`config.mk`:
```
export PLATFORM = sky130hd
export DESIGN_NAME = pe2_ctrl
export DESIGN_NICKNAME = d
export VERILOG_FILES = /design/src/rtl/ntt_ctrl_pkg.sv /design/src/rtl/pe2_ctrl_delay.sv /design/src/rtl/pe2_ctrl.sv
export SDC_FILE = /design/constraint.sdc
export NUM_CORES = 1
export LEC_CHECK = 0
export ABC_AREA = 1
export CORE_MARGIN = 4
export CORE_UTILIZATION = 58
export CTS_BUF_LIST = sky130_fd_sc_hd__clkbuf_8
export CTS_CLUSTER_DIAMETER = 100
export DETAILED_ROUTE_END_ITERATION = 12
export PLACE_DENSITY = 0.82
export SETUP_SLACK_MARGIN = 0.05
export SKIP_CTS_REPAIR_TIMING = 1
export SLEW_MARGIN = 15
export SYNTH_ARGS = -nofsm -noshare
export SYNTH_HDL_FRONTEND = slang
export SYNTH_HIERARCHICAL = 1
export SYNTH_SLANG_ARGS = --single-unit
```
`constraint.sdc`:
```
create_clock -name clk -period 4.8 [get_ports clk]
set_input_delay 0.96 -clock clk [delete_from_list [all_inputs] [get_ports clk]]
set_output_delay 0.96 -clock clk [all_outputs]
set_load 0.005 [all_outputs]
```
`src/rtl/ntt_ctrl_pkg.sv`:
```
// Shared constants and types for the NTT control path.
// Sizes the PE2 sequencer and its write-back bundle.
package ntt_ctrl_pkg;

    localparam int LOGN    = 8;
    localparam int STAGES  = 7;
    localparam int MUL_LAT = 3;
    localparam int RD_LAT  = 1;

    localparam int N  = 1 << LOGN;
    localparam int AW = LOGN;
    localparam int JW = LOGN - 1;
    localparam int D  = RD_LAT + MUL_LAT + 2;
    localparam int DW = $clog2(D);
    localparam int SW = $clog2(LOGN + 1);

    typedef enum logic [1:0] {
        ST_IDLE,
        ST_RUN,
        ST_DRAIN,
        ST_DONE
    } ctrl_state_t;

    typedef struct packed {
        logic          en;
        logic [AW-1:0] u;
        logic [AW-1:0] v;
    } wb_t;

endpackage

```
`src/rtl/pe2_ctrl_delay.sv`:
```
// Fixed-depth shift register with asynchronous clear.
// Aligns read-side strobes with PE2 write-back.
module ctrl_delay #(
    parameter int W     = 1,
    parameter int DEPTH = 1
) (
    input  logic         clk,
    input  logic         rst,
    input  logic [W-1:0] d,
    output logic [W-1:0] q
);

    logic [DEPTH-1:0][W-1:0] pipe;

    // shift one slot per cycle; reset flushes every slot
    always_ff @(posedge clk or posedge rst) begin
        if (rst) begin
            pipe <= '0;
        end else begin
            pipe[0] <= d;
            for (int i = 1; i < DEPTH; i++) begin
                pipe[i] <= pipe[i-1];
            end
        end
    end

    assign q = pipe[DEPTH-1];

endmodule

```
`src/rtl/pe2_ctrl.sv`:
```
// PE2 stage sequencer: walks stages and butterflies,
// generates read/twiddle addresses and aligned writes.
module pe2_ctrl
    import ntt_ctrl_pkg::*;
(
    input  logic          clk,
    input  logic          rst,
    input  logic          start,
    input  logic          mode,
    output logic          busy,
    output logic          done,
    output logic [2:0]    stage,
    output logic          rd_en,
    output logic [AW-1:0] rd_addr_u,
    output logic [AW-1:0] rd_addr_v,
    output logic [AW-1:0] tw_addr1,
    output logic [AW-1:0] tw_addr2,
    output logic          sel,
    output logic          wr_en,
    output logic [AW-1:0] wr_addr_lo,
    output logic [AW-1:0] wr_addr_up
);

    ctrl_state_t   state_q, state_d;
    logic [JW-1:0] j_q;
    logic [DW-1:0] dcnt_q;
    logic [2:0]    s_q;
    logic          mode_q;

    logic j_last, d_last, s_last;

    assign j_last = (j_q == JW'(N/2 - 1));
    assign d_last = (dcnt_q == DW'(D - 1));
    assign s_last = mode_q ? (s_q == 3'd0)
                           : (s_q == 3'(STAGES - 1));

    // state register
    always_ff @(posedge clk or posedge rst) begin
        if (rst) state_q <= ST_IDLE;
        else     state_q <= state_d;
    end

    // next-state: run a stage, drain, repeat, then done
    always_comb begin
        state_d = state_q;
        unique case (state_q)
            ST_IDLE:  if (start)  state_d = ST_RUN;
            ST_RUN:   if (j_last) state_d = ST_DRAIN;
            ST_DRAIN: if (d_last)
                state_d = s_last ? ST_DONE : ST_RUN;
            ST_DONE:  state_d = ST_IDLE;
            default:  state_d = ST_IDLE;
        endcase
    end

    // butterfly, drain and stage counters; mode latch
    always_ff @(posedge clk or posedge rst) begin
        if (rst) begin
            j_q    <= '0;
            dcnt_q <= '0;
            s_q    <= '0;
            mode_q <= 1'b0;
        end else begin
            unique case (state_q)
                ST_IDLE: if (start) begin
                    mode_q <= mode;
                    s_q    <= mode ? 3'(STAGES - 1) : 3'd0;
                    j_q    <= '0;
                    dcnt_q <= '0;
                end
                ST_RUN: begin
                    if (j_last) begin
                        j_q    <= '0;
                        dcnt_q <= '0;
                    end else begin
                        j_q <= j_q + JW'(1);
                    end
                end
                ST_DRAIN: begin
                    if (d_last) begin
                        dcnt_q <= '0;
                        if (!s_last)
                            s_q <= mode_q ? s_q - 3'd1
                                          : s_q + 3'd1;
                    end else begin
                        dcnt_q <= dcnt_q + DW'(1);
                    end
                end
                default: ;
            endcase
        end
    end

    // h = 1<<sh, g = j>>sh, k = j mod h
    logic [SW-1:0] sh;
    logic [AW-1:0] j_ext, half, g, k;
    logic [AW-1:0] u_a, v_a, t, tw1;

    // address generation for the current butterfly
    always_comb begin
        sh    = SW'(LOGN - 1) - SW'(s_q);
        j_ext = AW'(j_q);
        half  = AW'(1) << sh;
        g     = j_ext >> sh;
        k     = j_ext & (half - AW'(1));
        u_a   = (g << (sh + SW'(1))) | k;
        v_a   = u_a + half;
        t     = (AW'(1) << s_q) + g;
        tw1   = t << 1;
    end

    assign rd_en     = (state_q == ST_RUN);
    assign busy      = rd_en || (state_q == ST_DRAIN);
    assign done      = (state_q == ST_DONE);
    assign stage     = busy ? s_q : 3'd0;
    assign sel       = busy & mode_q;
    assign rd_addr_u = rd_en ? u_a : '0;
    assign rd_addr_v = rd_en ? v_a : '0;
    assign tw_addr1  = rd_en ? tw1 : '0;
    assign tw_addr2  = rd_en ? (tw1 | AW'(1)) : '0;

    wb_t wb_in, wb_out;

    assign wb_in = '{en: rd_en,
                     u:  rd_addr_u,
                     v:  rd_addr_v};

    ctrl_delay #(
        .W     ($bits(wb_t)),
        .DEPTH (D)
    ) u_wb_dly (
        .clk (clk),
        .rst (rst),
        .d   (wb_in),
        .q   (wb_out)
    );

    assign wr_en      = wb_out.en;
    assign wr_addr_lo = wb_out.u;
    assign wr_addr_up = wb_out.v;

endmodule

```
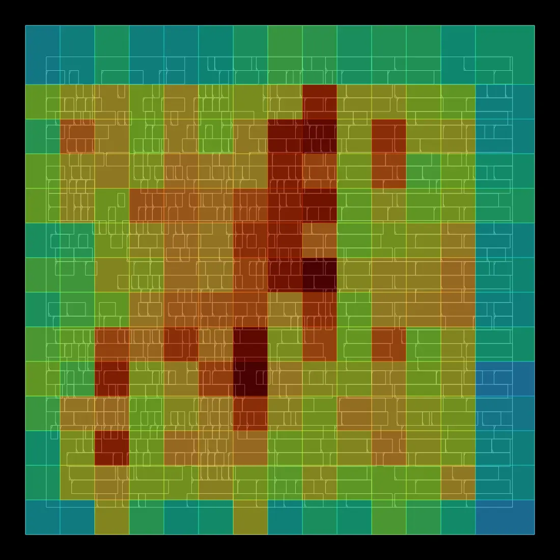
*Routing congestion map, run 1*
met1 usage: 0.247
met2 Usage GRT: 0.395
GRT busiest layer: met2

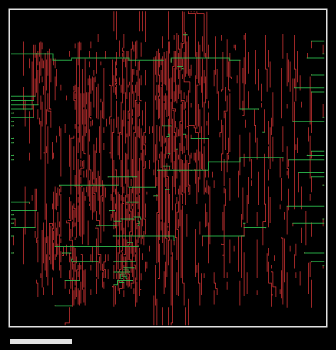
*Signal wires by layer, run 1*
Scale bar: 20 um. Only two layers are drawn.
legend:
  M2:
    color: red
    wire_length: 5680 um
  M3:
    color: green
    wire_length: 496 um

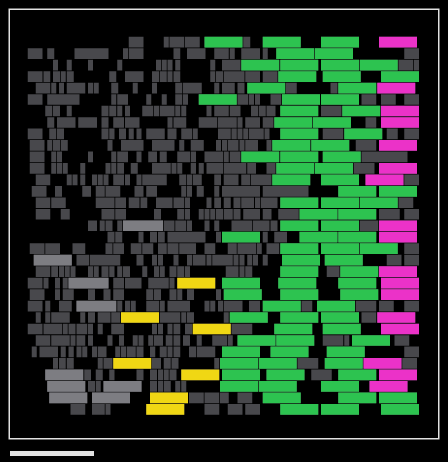
*Where the registers sit, run 1*
Scale bar: 20 um. Other sequential cells in the stronger gray, the rest of the logic in the fainter gray.
legend:
  `u_wb_dly/pipe`:
    color: green
    placed_flops: 85
  `j_q`:
    color: yellow
    placed_flops: 7
  `u_wb_dly/q`:
    color: magenta
    placed_flops: 17
not colored: 9

==> results.ini, run 1 <==
[run_status]
status = complete, no violations

[die]
die_area_um2 = 10300
core-area_um2 = 8340
die_w_um = 101
fp-row-count = 33
die_y_um = 101
io_pins = 60

[placed_design]
post-place-ws_ps = 257
placed_area_um2 = 5590
gp_congestion = 0.911

[power_and_ir_drop]
vdd.ir_drop.worst_mv = 0.586
clock_power_share = 0.205
pwr-share-comb = 0.445

[synth]
synth_flops = 118
synth-warning-count = 6
synth-main-ff-cell = dfrtp_1

[route]
drt_iter0_markers = 150
vias = 3593
viasPerCell = 5.24

[clock_tree]
cts_htree_levels = 4
root_buffer = clkbuf_8
clkTransAtPathRegs_ps = 70

[final_timing]
setup_violations = 0
clock.fmax_mhz = 217
finalHoldViolations = 0

[critical_path]
timing.rr.end = u_wb_dly/pipe[6]
cp.arrival_ps = 3640
end_kind = output pin
r2r_start = s_q[0]
rrSetupSlack_ps = 1760
path_class = reg2out

[grt]
grt_util_all_layers = 0.219

[cells_and_area]
layout_top_cells = dfrtp_1, nand2_1, inv_1

-- run 1: through the flow --
stage	cells	hold slack, ps
after global placement	638	331
after detailed placement	638	335
after global routing	686	339
after floorplan	502	331
final	686	340
after CTS	668	337
-- run 1: logic make-up (layout without fill, tap and decap cells) --
group / count (synthesis) / count (layout) / synth area share
adders and majority gates: 25 / 25 / 0.0647
DFF: 118 / 118 / 0.583
xor gates and xnor gates: 6 / 6 / 0.0119
muxes: 1 / 1 / 0.00198
and+or+nand+nor: 170 / 170 / 0.153
buffers and inverters: 105 / 184 / 0.101
AOI/OAI and AO/OA: 76 / 76 / 0.0842
other: 1 / 1 / 0.000740
-- run 1: area by class of cell --
| cell class | count | area, um2 |
|---|---|---|
| Timing Repair Buffer | 82 | 778 |
| Clock buffer | 17 | 234 |
| Inverter | 72 | 282 |
| Sequential cell | 118 | 2960 |
| Fill cell | 572 | 2120 |
| Tap cell | 105 | 131 |
| Clock inverter | 13 | 138 |
| Multi-Input combinational cell | 279 | 1700 |
-- run 1: power by group through the flow --
stage | combinational [W] | clock [W] | sequential [W]
floorplan | 0.00108 | 0 | 0.00140
CTS | 0.00163 | 0.000863 | 0.00144
finish | 0.00183 | 0.000842 | 0.00144
global placement | 0.00158 | 0 | 0.00143
global route | 0.00203 | 0.000908 | 0.00147
detailed placement | 0.00161 | 0 | 0.00146
-- run 1: Yosys cell counts, types with 2 or more instances --
master,number
nor4_1,2
xnor2_1,2
nand2_2,9
nor2_1,27
o211ai_1,5
xor2_1,3
dfrtp_1,118
nand3_1,25
a21oi_1,33
fa_1,2
buf_4,28
o21ai_1,3
o22ai_1,2
inv_1,68
ha_1,23
nand4_1,2
o21ai_2,2
inv_2,3
nor3_1,10
nand3_2,4
nand2_1,83
o21ai_0,23
buf_2,3
nand2_4,2
-- run 1: sequential cells by signal, indices dropped and copies added (netlist names) --
register       flops
u_wb_dly/q        17
state_q            2
s_q                3
dcnt_q             3
mode_q             1
u_wb_dly/pipe     85
j_q                7
-- run 1: routing by layer --
layer | vias up | part of all wire
met5 | - | 0
met2 | 116 | 0.53
li1 | 1720 | -
met3 | 21 | 0.046
met1 | 1736 | 0.41
met4 | 0 | 0.017
-- run 1: how the worst max path moves through the flow --
| stage | cells after the start | end | slack [ps] | startpoint |
|---|---|---|---|---|
| 2_1_floorplan | 19 | rd_addr_v[7] | 930 | s_q[0] |
| 3_3_place_gp | 14 | rd_addr_v[7] | 340 | s_q[0] |
| 3_5_place_dp | 19 | rd_addr_v[6] | 260 | s_q[0] |
| 4_1_cts | 20 | rd_addr_v[7] | -270 | s_q[0] |
| 5_1_grt | 20 | rd_addr_v[6] | -50 | s_q[0] |
| 6_report | 18 | rd_addr_v[4] | 200 | s_q[0] |
-- run 1: critical path, cell delays in order, from the launching register on --
cell and delay (ps):
dfrtp_2 460, clkinv_4 110, buf_4 180, ha_2 210, ha_1 340, inv_2 160
nand3_2 140, nand2_2 100, nand2_2 90, nand2_1 80, inv_1 40, ha_1 180
inv_1 90, nand2_4 70, nand3_2 70, nand2_2 50, xnor2_1 120, nor2_1 180
clkdlybuf4s50_1 560
### Placement density heat map, run 1

10 x 10 tiles, from black (low) to pale yellow (high), 0 to 100% covered.
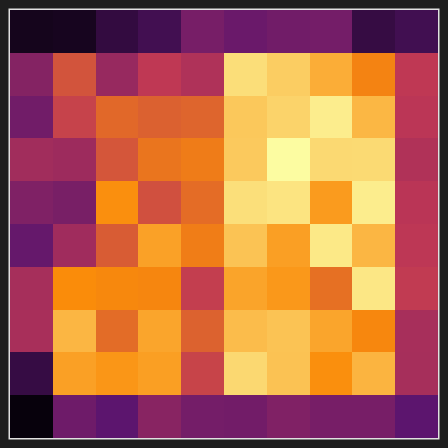

==> run 2: changes to the inputs <==
--- a/config.mk
+++ b/config.mk
@@ -7,11 +7,11 @@
 export LEC_CHECK = 0
 export ABC_AREA = 1
 export CORE_MARGIN = 4
-export CORE_UTILIZATION = 58
+export CORE_UTILIZATION = 52
 export CTS_BUF_LIST = sky130_fd_sc_hd__clkbuf_8
 export CTS_CLUSTER_DIAMETER = 100
 export DETAILED_ROUTE_END_ITERATION = 12
-export PLACE_DENSITY = 0.82
+export PLACE_DENSITY = 0.78
 export SETUP_SLACK_MARGIN = 0.05
 export SKIP_CTS_REPAIR_TIMING = 1
 export SLEW_MARGIN = 15
==> constraint.sdc (replaced) <==
create_clock -name clk -period 3.7 [get_ports clk]
set_input_delay 0.74 -clock clk [delete_from_list [all_inputs] [get_ports clk]]
set_output_delay 0.74 -clock clk [all_outputs]
set_load 0.005 [all_outputs]
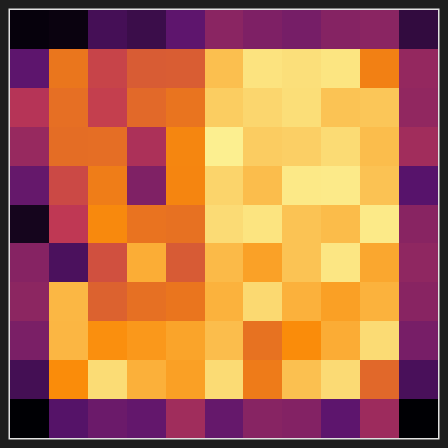
*Placement density heat map, run 2*
11 x 11 tiles, from black (low) to pale yellow (high), 0 to 100% covered.
fullest tile: 97%
densest ninth of the die: center
emptiest ninth of the die: upper left
tiles over 75% full: 41%

==> results.ini, run 2 <==
[placed_design]
placed_area_um2 = 6280  ; +12%

[run_status]
status = finished, violations left
violations = negative setup slack

[grt]
grt_util_all_layers = 0.220  ; +0.00164

[power_and_ir_drop]
clock_power_share = 0.189  ; -0.016
vdd.ir_drop.worst_mv = 0.525  ; -11%

[cells_and_area]
layout_top_cells = dfrtp_1, buf_4, nand2_1
largest_register = u_wb_dly/pipe

[critical_path]
end_kind = output pin
path_class = reg2out

[final_timing]
clock.fmax_mhz = 243
finalHoldViolations = 0  ; unchanged
fin_ws_ps = -413
setup_violations = 12  ; +12

[synth]
synth.most_common_cell = dfrtp_1
synth-main-ff-cell = dfrtp_1
synth-warning-count = 6  ; unchanged

[route]
vias = 4002  ; +11%

[clock_tree]
root_buffer = clkbuf_8

[die]
fp-row-count = 35  ; +6.1%

run 2: logic make-up (layout without fill, tap and decap cells):
kind of cell | Yosys count | after routing | share of synthesized area
XOR/XNOR | 6 | 6 | 0.0119
flip-flops | 118 | 118 | 0.583
multiplexers | 1 | 1 | 0.00198
adder cells (fa/ha/maj) | 25 | 25 | 0.0647
AND-OR/OR-AND | 76 | 76 | 0.0842
other | 1 | 1 | 0.000740
AND/OR/NAND/NOR | 170 | 170 | 0.153
buffers and inverters | 105 | 268 | 0.101
run 2: layer usage:
layer,part of all wire,vias up
li1,-,1884
met4,0.026,0
met3,0.042,28
met2,0.55,124
met5,0,-
met1,0.39,1966
run 2: power groups by stage:
stage / clock network, W / registers, W / logic [W]
CTS: 0.00123 / 0.00187 / 0.00277
global placement: 0 / 0.00184 / 0.00268
finish: 0.00121 / 0.00187 / 0.00330
floorplan: 0 / 0.00181 / 0.00141
detailed placement: 0 / 0.00188 / 0.00274
global route: 0.00129 / 0.00191 / 0.00358
run 2: critical path, cell delays in order (launching register included):
cell and delay, ps:
dfrtp_2 480, buf_6 170, buf_4 130, o21ai_4 60, nand2_2 70, nand2_2 60
nand2_2 80, o21ai_2 80, buf_4 130, o211ai_1 210, o211ai_1 170, ha_1 420
buf_6 140, nand2_4 60, nor3_4 220, nand2_2 100, nand3_2 80, nand2_2 50
nor2_2 110, buf_2 120
run 2: cell type report:
class                      count  area (um2)
sequential                   118        2960
fill                         648        2230
multi-input combinational    279        1930
timing repair buffer         163        1390
inverter                      72         283
clock buffer                  17         234
clock inverter                15         179
tap                          129         161
timing repair inverter         1        5.00
run 2: path summary, 6_finish.rpt:
kind,slack [ps],to,startpoint,depth (start not counted)
worst max-delay path,-410,rd_addr_v[7],s_q[0],19
min in group asynchronous,750,u_wb_dly/pipe[16],rst,2
max in group asynchronous,2280,u_wb_dly/q[4],rst,3
worst min register to register,340,u_wb_dly/pipe[43],u_wb_dly/pipe[26],0
worst max register to register,640,u_wb_dly/pipe[3],s_q[0],19
worst min-delay path,340,u_wb_dly/pipe[43],u_wb_dly/pipe[26],0
run 2: through the flow:
| step | instances | setup WS (ps) | setup TNS [ps] | hold WS (ps) | power, W |
|---|---|---|---|---|---|
| 2_1_floorplan | 502 | 110 | 0 | 331 | 0.00322 |
| 3_3_place_gp | 749 | -291 | -2160 | 332 | 0.00452 |
| 3_5_place_dp | 749 | -427 | -2470 | 335 | 0.00462 |
| 4_1_cts | 781 | -883 | -9350 | 339 | 0.00586 |
| 5_1_grt | 794 | -592 | -4810 | 349 | 0.00679 |
| 6_report | 794 | -413 | -2570 | 340 | 0.00638 |
==> run 3: changes to the inputs <==
--- a/config.mk
+++ b/config.mk
@@ -6,10 +6,11 @@
 export NUM_CORES = 1
 export LEC_CHECK = 0
 export ABC_AREA = 1
+export CAP_MARGIN = 10
 export CORE_MARGIN = 4
 export CORE_UTILIZATION = 52
 export CTS_BUF_LIST = sky130_fd_sc_hd__clkbuf_8
-export CTS_CLUSTER_DIAMETER = 100
+export CTS_CLUSTER_DIAMETER = 60
 export DETAILED_ROUTE_END_ITERATION = 12
 export PLACE_DENSITY = 0.78
 export SETUP_SLACK_MARGIN = 0.05
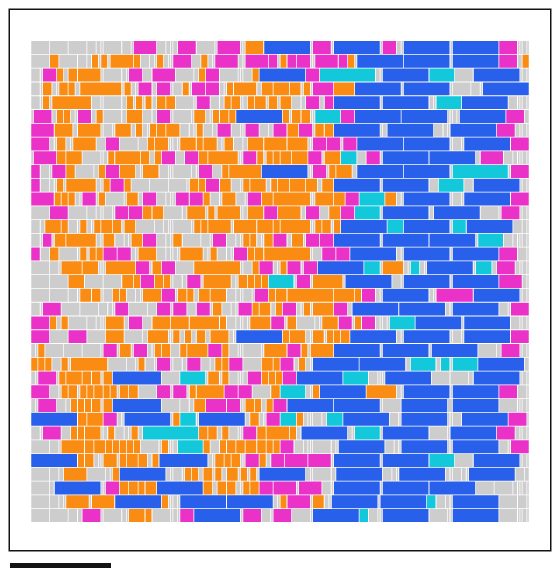
*Placed cells, one color a class, run 3*
Scale bar: 20 um. Fill, decap, tap and diode cells in gray.
legend:
  clock drivers and dummy loads:
    color: cyan
    cells: 32
  remaining buffers and delay cells:
    color: magenta
    cells: 163
  remaining logic cells:
    color: orange
    cells: 352
  sequential cells:
    color: blue
    cells: 118

==> results.ini, run 3 <==
[die]
fp-row-count = 35  ; unchanged

[synth]
synth.most_common_cell = dfrtp_1
synth-warning-count = 6  ; unchanged
synth-main-ff-cell = dfrtp_1
area_leaders = dfrtp_1, nand2_1, ha_1
yosys-stat-area_um2 = 5070
postSynthSeqShare = 0.583

[placed_design]
placed_area_um2 = 6280  ; unchanged

[critical_path]
end_kind = output pin
path_common_cell = nand2_2
path_class = reg2out
start_kind = flip-flop
cp_slowest_cell = dfrtp_2
cpPeakStageDelay_ps = 480  ; about the same
worstPathCellList = buf_6 > buf_4 > o21ai_4 > nand2_2 > nand2_2 > nand2_2 > o21ai_2 > buf_4 > o211ai_1 > o211ai_1 > ha_1 > buf_6 > nand2_4 > nor3_4 > nand2_2 > nand3_2 > nand2_2 > nor2_2 > buf_2
crit_family = simple AND/OR/NAND/NOR gates
crit_buf_inv = 5  ; unchanged

[grt]
grt_pass1_vias = 3974
grt_start_max_net_pins = 56
grt_pass1_wl_um = 19100
grt_util_all_layers = 0.220  ; unchanged

[final_timing]
fin_setup_tns_ps = -2570  ; unchanged
hold_slack_ps = 340  ; unchanged
setup_violations = 12  ; unchanged
fin_crit_ps = 4110
clock.fmax_mhz = 243  ; unchanged
finalHoldViolations = 0  ; unchanged
rsz0062_at_grt = yes
drv_slew = 0
fin_ws_ps = -413  ; unchanged

[cells_and_area]
largest_register = u_wb_dly/pipe
syn2layout_area_growth_pct = 41.0
drive_above_1_share = 0.370
layout_top_cells = dfrtp_1, buf_4, nand2_1

[route]
vias = 4002  ; unchanged

[clock_tree]
root_buffer = clkbuf_8

[power_and_ir_drop]
p_sw_w = 0.00242
seqPwrFrac = 0.293
vdd.ir_drop.worst_mv = 0.525  ; unchanged
clock_power_share = 0.189  ; about the same

[run_status]
violations = negative setup slack
status = finished, violations left

[run 3: cell counts in the layout (fill, tap and decap cells not counted)]
Identical to the previous run, type by type.
[run 3: through the flow]
step | worst slack (ps) | std cells | total power (W)
after floorplan | 110 | 502 | 0.00322
after global placement | -291 | 749 | 0.00452
after detailed placement | -427 | 749 | 0.00462
after CTS | -883 | 781 | 0.00586
after global routing | -592 | 794 | 0.00679
final | -413 | 794 | 0.00638
[run 3: cells by family (layout without fill, tap and decap cells)]
kind of cell / Yosys count / in the layout / share of synthesized area
compound gates: 76 / 76 / 0.0842
xor+xnor: 6 / 6 / 0.0119
fa+ha+maj: 25 / 25 / 0.0647
buf+inv: 105 / 268 / 0.101
flops: 118 / 118 / 0.583
mux: 1 / 1 / 0.00198
other cells: 1 / 1 / 0.000740
simple gates: 170 / 170 / 0.153
[run 3: metal layers]
layer	wire length, um	vias up
met2	6970	124
met1	4950	1966
met4	327	0
met5	0	-
li1	-	1884
met3	534	28
[run 3: final cells by class]
class,instances,area (um2)
Fill cell,648,2230
Timing Repair inverter,1,5.00
Inverter,72,283
Tap cell,129,161
Multi-Input combinational cell,279,1930
Sequential cell,118,2960
Timing Repair Buffer,163,1390
Clock buffer,17,234
Clock inverter,15,179
[run 3: power groups by stage]
stage          clock [W]  combinational (W)  sequential (W)
3_3_place_gp           0            0.00268         0.00184
4_1_cts          0.00123            0.00277         0.00187
3_5_place_dp           0            0.00274         0.00188
2_1_floorplan          0            0.00141         0.00181
5_1_grt          0.00129            0.00358         0.00191
6_report         0.00121            0.00330         0.00187
[run 3: worst register-to-register path, stage by stage, from the launching register on]
cell and delay [ps]:
dfrtp_2 480, buf_6 170, buf_4 140, o21ai_4 160, nand2_2 80, nand2_2 70
nand2_2 70, o21ai_2 180, o21ai_2 90, or2_4 270, nand2_2 80, ha_4 210
nand3_1 90, nand2_1 80, inv_2 80, nand2_4 80, o21ai_0 270, a21oi_2 80
buf_4 150, buf_4 120
[run 3: path summary, 6_finish.rpt]
kind                                    from                 to  slack (ps)  cells after the start
min reg2reg                u_wb_dly/pipe[26]  u_wb_dly/pipe[43]         340                      0
min                        u_wb_dly/pipe[26]  u_wb_dly/pipe[43]         340                      0
max                                   s_q[0]       rd_addr_v[7]        -410                     19
min in group asynchronous                rst  u_wb_dly/pipe[16]         750                      2
max in group asynchronous                rst      u_wb_dly/q[4]        2280                      3
max reg2reg                           s_q[0]   u_wb_dly/pipe[3]         640                     19
Power and IR drop assume default switching activity.
